**src/rtl/hazard_stall_unit.sv**
```systemverilog
// ---------------------------------------------------------------------------
// hazard_stall_unit
//   ID-stage interlock for a 5-stage MIPS pipeline. It works alongside the
//   forwarding unit and stalls only where a value cannot be bypassed:
//     - load-use: a load in EX feeding the instruction in ID
//     - branch operands: branches compare in ID, so an ALU result still in EX,
//       or a load result in EX or MEM, is not yet available
//     - mult/div: the HI/LO unit is busy for MD_LATENCY cycles after issue
//   It also keeps saturating statistics on stall cycles and stall episodes.
//
// Parameters
//   MD_LATENCY  mult/div busy cycles after issue (1..15)
//   CNT_W       width of the statistics counters
//
// Ports
//   clk, rst              clock; synchronous active-high reset
//   IFIDrs, IFIDrt        source register fields of the ID instruction
//   useRs, useRt          ID instruction actually reads rs / rt
//   branch, branchTaken   ID instruction is beq/bne, and its compare result
//   mdStart, mdRead       ID instruction is mult/div, or mfhi/mflo
//   IDEXmemRead/regWr/rd  EX-stage load flag, write flag, destination
//   EXMEMmemRead/rd       MEM-stage load flag, destination
//   pcWrite, IFIDwrite    PC and IF/ID load enables (low while stalled)
//   IDEXbubble            zero the ID/EX control fields (insert a NOP)
//   IFIDflush             squash the fetched instruction on a taken branch
//   mdBusy                mult/div unit busy
//   stallCount            cycles spent stalled, saturating
//   bubbleCount           stall episodes (rising edges of stall), saturating
// ---------------------------------------------------------------------------
module hazard_stall_unit #(
    parameter int MD_LATENCY = 4,
    parameter int CNT_W      = 16
) (
    input  logic             clk,
    input  logic             rst,
    input  logic [4:0]       IFIDrs,
    input  logic [4:0]       IFIDrt,
    input  logic             useRs,
    input  logic             useRt,
    input  logic             branch,
    input  logic             branchTaken,
    input  logic             mdStart,
    input  logic             mdRead,
    input  logic             IDEXmemRead,
    input  logic             IDEXregWr,
    input  logic [4:0]       IDEXrd,
    input  logic             EXMEMmemRead,
    input  logic [4:0]       EXMEMrd,
    output logic             pcWrite,
    output logic             IFIDwrite,
    output logic             IDEXbubble,
    output logic             IFIDflush,
    output logic             mdBusy,
    output logic [CNT_W-1:0] stallCount,
    output logic [CNT_W-1:0] bubbleCount
);

    localparam logic [3:0]       MD_LOAD = 4'(MD_LATENCY);
    localparam logic [CNT_W-1:0] CNT_MAX = '1;

    // Destination of each in-flight stage that may need the ID operands:
    // index 0 is EX, index 1 is MEM.
    logic [4:0] src_rd [2];
    logic [1:0] src_match;

    assign src_rd[0] = IDEXrd;
    assign src_rd[1] = EXMEMrd;

    // $0 is hardwired to zero, so it never carries a dependency.
    genvar gi;
    generate
        for (gi = 0; gi < 2; gi++) begin : g_match
            assign src_match[gi] = (src_rd[gi] != 5'd0) &&
                                   ((useRs && (src_rd[gi] == IFIDrs)) ||
                                    (useRt && (src_rd[gi] == IFIDrt)));
        end
    endgenerate

    logic [3:0]       md_cnt_reg;
    logic             prev_stall_reg;
    logic [CNT_W-1:0] stall_count_reg;
    logic [CNT_W-1:0] bubble_count_reg;

    logic haz_lu;
    logic haz_bex;
    logic haz_bld;
    logic haz_md;
    logic stall;

    always_comb begin
        haz_lu  = IDEXmemRead && src_match[0];
        // ALU result in EX reaches ID through the EX/MEM bypass next cycle;
        // a load in EX is covered by haz_bld instead.
        haz_bex = branch && IDEXregWr && !IDEXmemRead && src_match[0];
        // Load feeding a branch: stalls while in EX and again while in MEM.
        haz_bld = branch && ((IDEXmemRead && src_match[0]) ||
                             (EXMEMmemRead && src_match[1]));
        haz_md  = (mdRead || mdStart) && (md_cnt_reg != 4'd0);
        stall   = !rst && (haz_lu || haz_bex || haz_bld || haz_md);
    end

    assign pcWrite    = !stall;
    assign IFIDwrite  = !stall;
    assign IDEXbubble = stall;
    // The compare result is meaningless while stalled, so never flush then.
    assign IFIDflush  = !rst && branch && branchTaken && !stall;

    // Status outputs read as zero for the whole reset window, including the
    // first reset cycle before the registers have been cleared.
    assign mdBusy      = !rst && (md_cnt_reg != 4'd0);
    assign stallCount  = rst ? '0 : stall_count_reg;
    assign bubbleCount = rst ? '0 : bubble_count_reg;

    always_ff @(posedge clk) begin
        if (rst) begin
            md_cnt_reg       <= 4'd0;
            prev_stall_reg   <= 1'b0;
            stall_count_reg  <= '0;
            bubble_count_reg <= '0;
        end else begin
            // A mult/div waiting on a busy unit is stalled, so the counter keeps
            // draining and the new operation issues in the cycle it reaches 0.
            if (mdStart && !stall) begin
                md_cnt_reg <= MD_LOAD;
            end else if (md_cnt_reg != 4'd0) begin
                md_cnt_reg <= md_cnt_reg - 4'd1;
            end

            prev_stall_reg <= stall;

            if (stall && (stall_count_reg != CNT_MAX)) begin
                stall_count_reg <= stall_count_reg + 1'b1;
            end
            if (stall && !prev_stall_reg && (bubble_count_reg != CNT_MAX)) begin
                bubble_count_reg <= bubble_count_reg + 1'b1;
            end
        end
    end

endmodule
```
**config.mk**
```make
export PLATFORM = sky130hd
export DESIGN_NAME = hazard_stall_unit
export DESIGN_NICKNAME = d
export VERILOG_FILES = /design/src/rtl/hazard_stall_unit.sv
export SDC_FILE = /design/constraint.sdc
export NUM_CORES = 1
export LEC_CHECK = 0
export CORE_ASPECT_RATIO = 0.7
export CORE_MARGIN = 2
export CORE_UTILIZATION = 48
export DETAILED_ROUTE_END_ITERATION = 12
export PLACE_DENSITY = 0.8
export SETUP_SLACK_MARGIN = 0.3
export SLEW_MARGIN = 5
export SYNTH_ARGS = -nofsm -noshare
export SYNTH_HDL_FRONTEND = slang
export SYNTH_SLANG_ARGS = --single-unit
export TNS_END_PERCENT = 10
```
**constraint.sdc**
```tcl
create_clock -name clk -period 2.8 [get_ports clk]
set_input_delay 0.28 -clock clk [delete_from_list [all_inputs] [get_ports clk]]
set_output_delay 0.28 -clock clk [all_outputs]
set_load 0.02 [all_outputs]
```
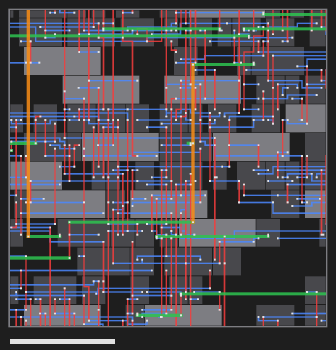
detail.png
The bar under the picture is 10 um long. Window x 30 to 60, y 17 to 47 um. Cells in grey, sequential cells in the stronger grey; small squares are vias.
Key: metal 3 = green; metal 2 = red; metal 4 = orange; metal 1 = blue
Netlist names of flops here include bubble_count_reg (5), stall_count_reg (5). Most frequent: dfxtp_1 (12), nand2_1 (6). Sequential cells in the window: 12. 71 logic cells have their middle in the window.

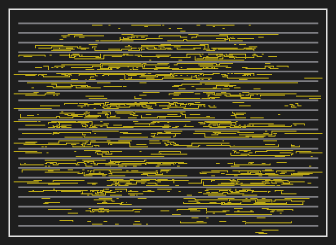
layer_met1.png
Supply wires on this layer in grey.
The wires run mostly horizontal. The layer holds 49% of the routed length.
met1 routing resource usage after global routing: 31.7%
Routed WL: 6.08 mm
vias after detailed routing: 2364

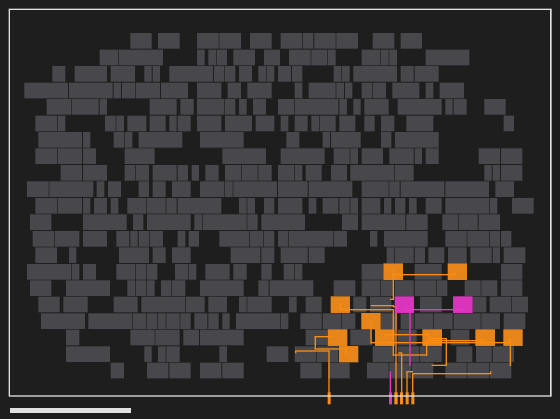
io_fan.png
The bar under the picture is 20 um long.
Key: IFIDrs = orange [direction input, edge bottom, end cells 10, buffers 5, wire 169 um]; useRt = magenta [direction input, edge bottom, end cells 2, buffers 1, wire 22.4 um]
number of ports placed on the die boundary: 68
number of buffers added on ports: 67

==> results.txt <==
State of the implementation.

- The run finished with clean final reports.
- Per the CTS log, the buffer count on the longest clock path is 2.
- The chip area in the Yosys report is 2430 um^2, for reference.
- The largest area contributor in the netlist is sky130_fd_sc_hd__dfxtp_1, for reference.
- STA on the placed design reports a worst setup slack of -38.4 ps.
- The layout report gives the register share of total cell area as 22.6%.
- Per the layout report, the design carries 15 non-clock inverters.
- The max-slew violation total from the final report is 0, for reference.
- The setup TNS is 0 ps, for reference.
- The kind of capture point of the worst setup path is an output pin, for reference.
- The highest layer used for signal routing is met4, for reference.
- The class of the most critical setup path is in2out, for reference.
- In this run the horizontal extent of the chip is 89.1 um.
- The total internal power is 1.09 mW, for reference.
- The post-synthesis instance area is 2430 um^2, for reference.
- The wire length on met2 is 2.71 mm, for reference.
- For flop-to-flop paths, the worst setup slack is 400 ps.
- The average instance in the mapped netlist occupies 8.40 um^2.
- Once detailed placement completed, the half-perimeter wirelength came to 4.62 mm.
- The count of antenna diodes in the layout is 0, for reference.
- The area share of the leading cell type in the synthesized netlist is 30.4%, for reference.
- For this run, the top clock speed supported by timing is 391 MHz.
- The wire length of the first global-routing pass is 10.0 mm, for reference.
- The post-synth count of flops with an enable pin is 0.
- The share of final layout cell area taken by clock buffers and inverters is 2.64%, for reference.
- The leakage power total is 1.21 nW, for reference.
- The total cell area at the placement stage is 3190 um^2, for reference.
- The count of instantiated cells in the yosys netlist is 290, for reference.
- Setup repair after global routing could not meet its margin everywhere.
- The count of plain and timing-repair buffers in the layout is 76, for reference.
- The launch instance of the worst min-delay path is stall_count_reg[14], for reference.
- The main area contributors are sky130_fd_sc_hd__dfxtp_1, sky130_fd_sc_hd__mux2_1, sky130_fd_sc_hd__nor2b_1.
- The layout clock buffer count is 7, for reference.
- The fraction of layout cells with a size suffix above 1 is 9.75%, for reference.
- The worst supply voltage drop on vdd is 0.465 mV, for reference.
- Data on the critical path arrives at its endpoint at 2280 ps.
- Among all cell classes, the greatest summed area belongs to multi-input combinational cells.
- The count of endpoints failing hold in the final timing report is 0, for reference.
- Of the total power, the clock network draws 21.8%.
- The root buffer cell is sky130_fd_sc_hd__clkbuf_8, for reference.
- The worst path needs 2560 ps of the cycle, external delays included.
- Checking max transition, the worst relative margin is 64.3%.
- The type of element launching the critical path is an input pin, for reference.
- The number of fill cells is 428, for reference.
- The required time reported for the critical path endpoint is 2520 ps, for reference.
- The number of nets at floorplan is 324, for reference.
- After floorplanning, the core was sized to cover 4830 um^2.
- The depth of the most critical reg-to-reg path is 6, for reference.
- During tapcell insertion the tool placed 69 well taps.
- Per the CTS log, the maximum H-tree level is 2.
- The first-pass iteration count of the detailed router is 4, for reference.
- The number of cells in the design after placement is 420, for reference.
- Per the synthesis report, the number of distinct cell types is 46.
- The via count of the first global-routing pass is 2214, for reference.
- The routability-driven placement congestion ratio is 0.895, for reference.
- The total congestion overflow after global routing is 0, for reference.
- For the combinational group, total power comes out at 0.721 mW.
- The total sequential power is 0.632 mW, for reference.
- In the routed layout, each cell is associated on average with a via count of 5.52.
- The post-synth register bit count is 37.
- TritonCTS built the clock tree.
- For the completed layout, the total cell area is recorded as 3270 um^2.
- The critical-path maximum fanout is 3, for reference.
- The most used routing layer is met2, for reference.
- Buffers outside the clock tree occupy 22.4% of the routed design's cell area.
- Ranking logic cells in the layout by count gives the top entries sky130_fd_sc_hd__clkdlybuf4s50_1, sky130_fd_sc_hd__dfxtp_1, sky130_fd_sc_hd__nor2_1.
- Looking at the max-slew report, the worst-margin pin has a slew of 534 ps.
- The origin of the critical flop-to-flop path is stall_count_reg[0], for reference.
- For met2 alone, demand over resource in global routing was 33.8%.
- Dividing total power by cell area gives a power density of 529 nW/um^2.
- The count of nets left with antenna violations once routing finished came out at 0.
- The post-synthesis share of cell area spent on xor and xnor gates is 7.91%, for reference.
- The clock-pin slew of the registers on the worst-case setup and hold paths is 70 ps, for reference.
- At the floorplan stage, the core utilization is reported as 50.4%.
- Per the synthesis report, the adder-cell share of the synthesized area is 1.54%.
- The number of instances in the synthesized netlist is 290, for reference.
- Entering global routing, the biggest net connects 42 pins.
- The sequential power share is 36.5%, for reference.
- The standard-cell row count is 21, for reference.
- The final standard cell utilization of the core is 67.7%, for reference.
- For reference, the mux area share after synthesis is 11.5%.
- The layout overhead on the synthesized area is 34.4%, for reference.
- For reference, compound AND-OR and OR-AND cells occupy 8.63% of the area reported after synthesis.
- The total chip power is 1.73 mW, for reference.
- The floorplan step defined a die boundary enclosing 5670 um^2.
- The simple logic cell fraction of the synthesized area is 34.5%, for reference.
- Hold analysis shows the worst path with a depth of 2.
- The die height is 63.6 um, for reference.
- The final critical-path share of the clock period is 91.3%, for reference.
- The highest-count logic cell in the final layout is sky130_fd_sc_hd__clkdlybuf4s50_1, for reference.
- The worst hold slack after final layout is 507 ps, for reference.
- The met3 track utilization from global routing is 4.72%, for reference.
- TritonRoute reported its final design rule violation total as 0.
- Across the whole layout, storage elements account for 741 um^2.
- The area of combinational cells with multiple inputs is 1570 um^2, for reference.
- The capture instance of the worst register-to-register path is stall_count_reg[2], for reference.
- The number of failing setup endpoints in the final timing report is 0, for reference.
- The end point of the worst hold path is stall_count_reg[14], for reference.
- The count of multi-input combinational gates is 224, for reference.
- The critical path starts at EXMEMrd[2].
- The synthesis warning total is 0, for reference.
- The initial antenna violation count is 0, for reference.
- The main power-consuming group is combinational cells, for reference.
- Multi-input logic gates represent a cell area share of 47.9%.
- Max-cap violations in this run came to 0.
- Summed over all nets, wire length on met3 after detailed routing comes to 357 um.
- Once routing completed, OpenROAD measured the worst setup slack at 244 ps.
- For this design, the CTS-stage hold fixing added 0 buffers.
- In this run the worst hold path is classified as reg2reg.
- In the per-layer breakdown of the detailed-route log, met1 shows 2.95 mm.
- The power spent charging and discharging nets is 0.640 mW, for reference.
- After the flow finishes, the layout carries non-filler instances totaling 428.
- The violation tally recorded at the end of detailed-routing iteration 0 is 91.
- The main kind of combinational logic by area is simple AND/OR/NAND/NOR gates, for reference.
- In the final design database the tool counted 393 nets.
- In the synthesized netlist the dominant register cell turns out to be sky130_fd_sc_hd__dfxtp_1.
- The sequential cell count is 37, for reference.
- In this run switching power makes up 37.0% of total power.
- The combinational group share of total power is 41.7%, for reference.
- After synthesis, the share of flip-flops with an asynchronous set or reset is 0%.
- The portion of the post-synthesis area used by sequential elements is 30.4%, for reference.
- The total tool warning count is 28, for reference.
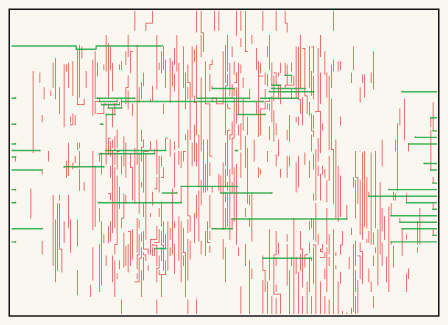
wires.png
Only two layers are drawn.
Key: metal 2 = red [wire length 2710 um]; metal 3 = green [wire length 357 um]
routed len/inst: 14.2 um
GRT Resource Usage Total: 22.2%

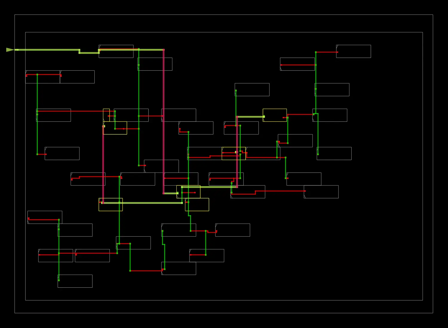
clocks.png
maximum clock skew at final layout: 0.907 ps
Clock Latency Late Sink: 280 ps
CTS buffer count: 5
power attributed to the clock group: 0.378 mW
Clock Sink Count: 37

## worst max path at each step
stage                     slack (ps)         to  cells after the start
final                            240  IFIDflush                      7
after global routing             130  IFIDflush                      7
after CTS                        240  IFIDflush                      6
after detailed placement         -40  IFIDflush                      6
after global placement          -0.6  IFIDflush                      6
after floorplan                  300    pcWrite                      9
## worst max-delay path: stages
cell and delay, ps:
sky130_fd_sc_hd__clkdlybuf4s50_1 480, sky130_fd_sc_hd__or4_1 540, sky130_fd_sc_hd__o211ai_1 290, sky130_fd_sc_hd__buf_4 160
sky130_fd_sc_hd__o221ai_1 130, sky130_fd_sc_hd__nor3_1 200, sky130_fd_sc_hd__clkbuf_2 200
## Yosys cell counts (4+ instances only)
cell type	number
sky130_fd_sc_hd__nor4_2	8
sky130_fd_sc_hd__xnor2_1	6
sky130_fd_sc_hd__mux2_1	19
sky130_fd_sc_hd__and2_1	5
sky130_fd_sc_hd__nand2_1	18
sky130_fd_sc_hd__nand3_1	14
sky130_fd_sc_hd__or4_1	8
sky130_fd_sc_hd__dfxtp_1	37
sky130_fd_sc_hd__clkbuf_1	8
sky130_fd_sc_hd__inv_1	15
sky130_fd_sc_hd__nor2_1	32
sky130_fd_sc_hd__and3_1	5
sky130_fd_sc_hd__and4_1	5
sky130_fd_sc_hd__mux2_2	5
sky130_fd_sc_hd__a21oi_1	5
sky130_fd_sc_hd__nor3_1	14
sky130_fd_sc_hd__xor2_1	16
sky130_fd_sc_hd__o211ai_1	5
sky130_fd_sc_hd__nor4_1	4
sky130_fd_sc_hd__nor2b_1	23
## timing repair
item	in CTS	in global routing
setup endpoints to repair	4	10
buffers inserted	0	1
gates resized	4	7
hold endpoints to repair	0	0
pin swaps	0	1
Power is estimated from default activity; no workload was simulated.
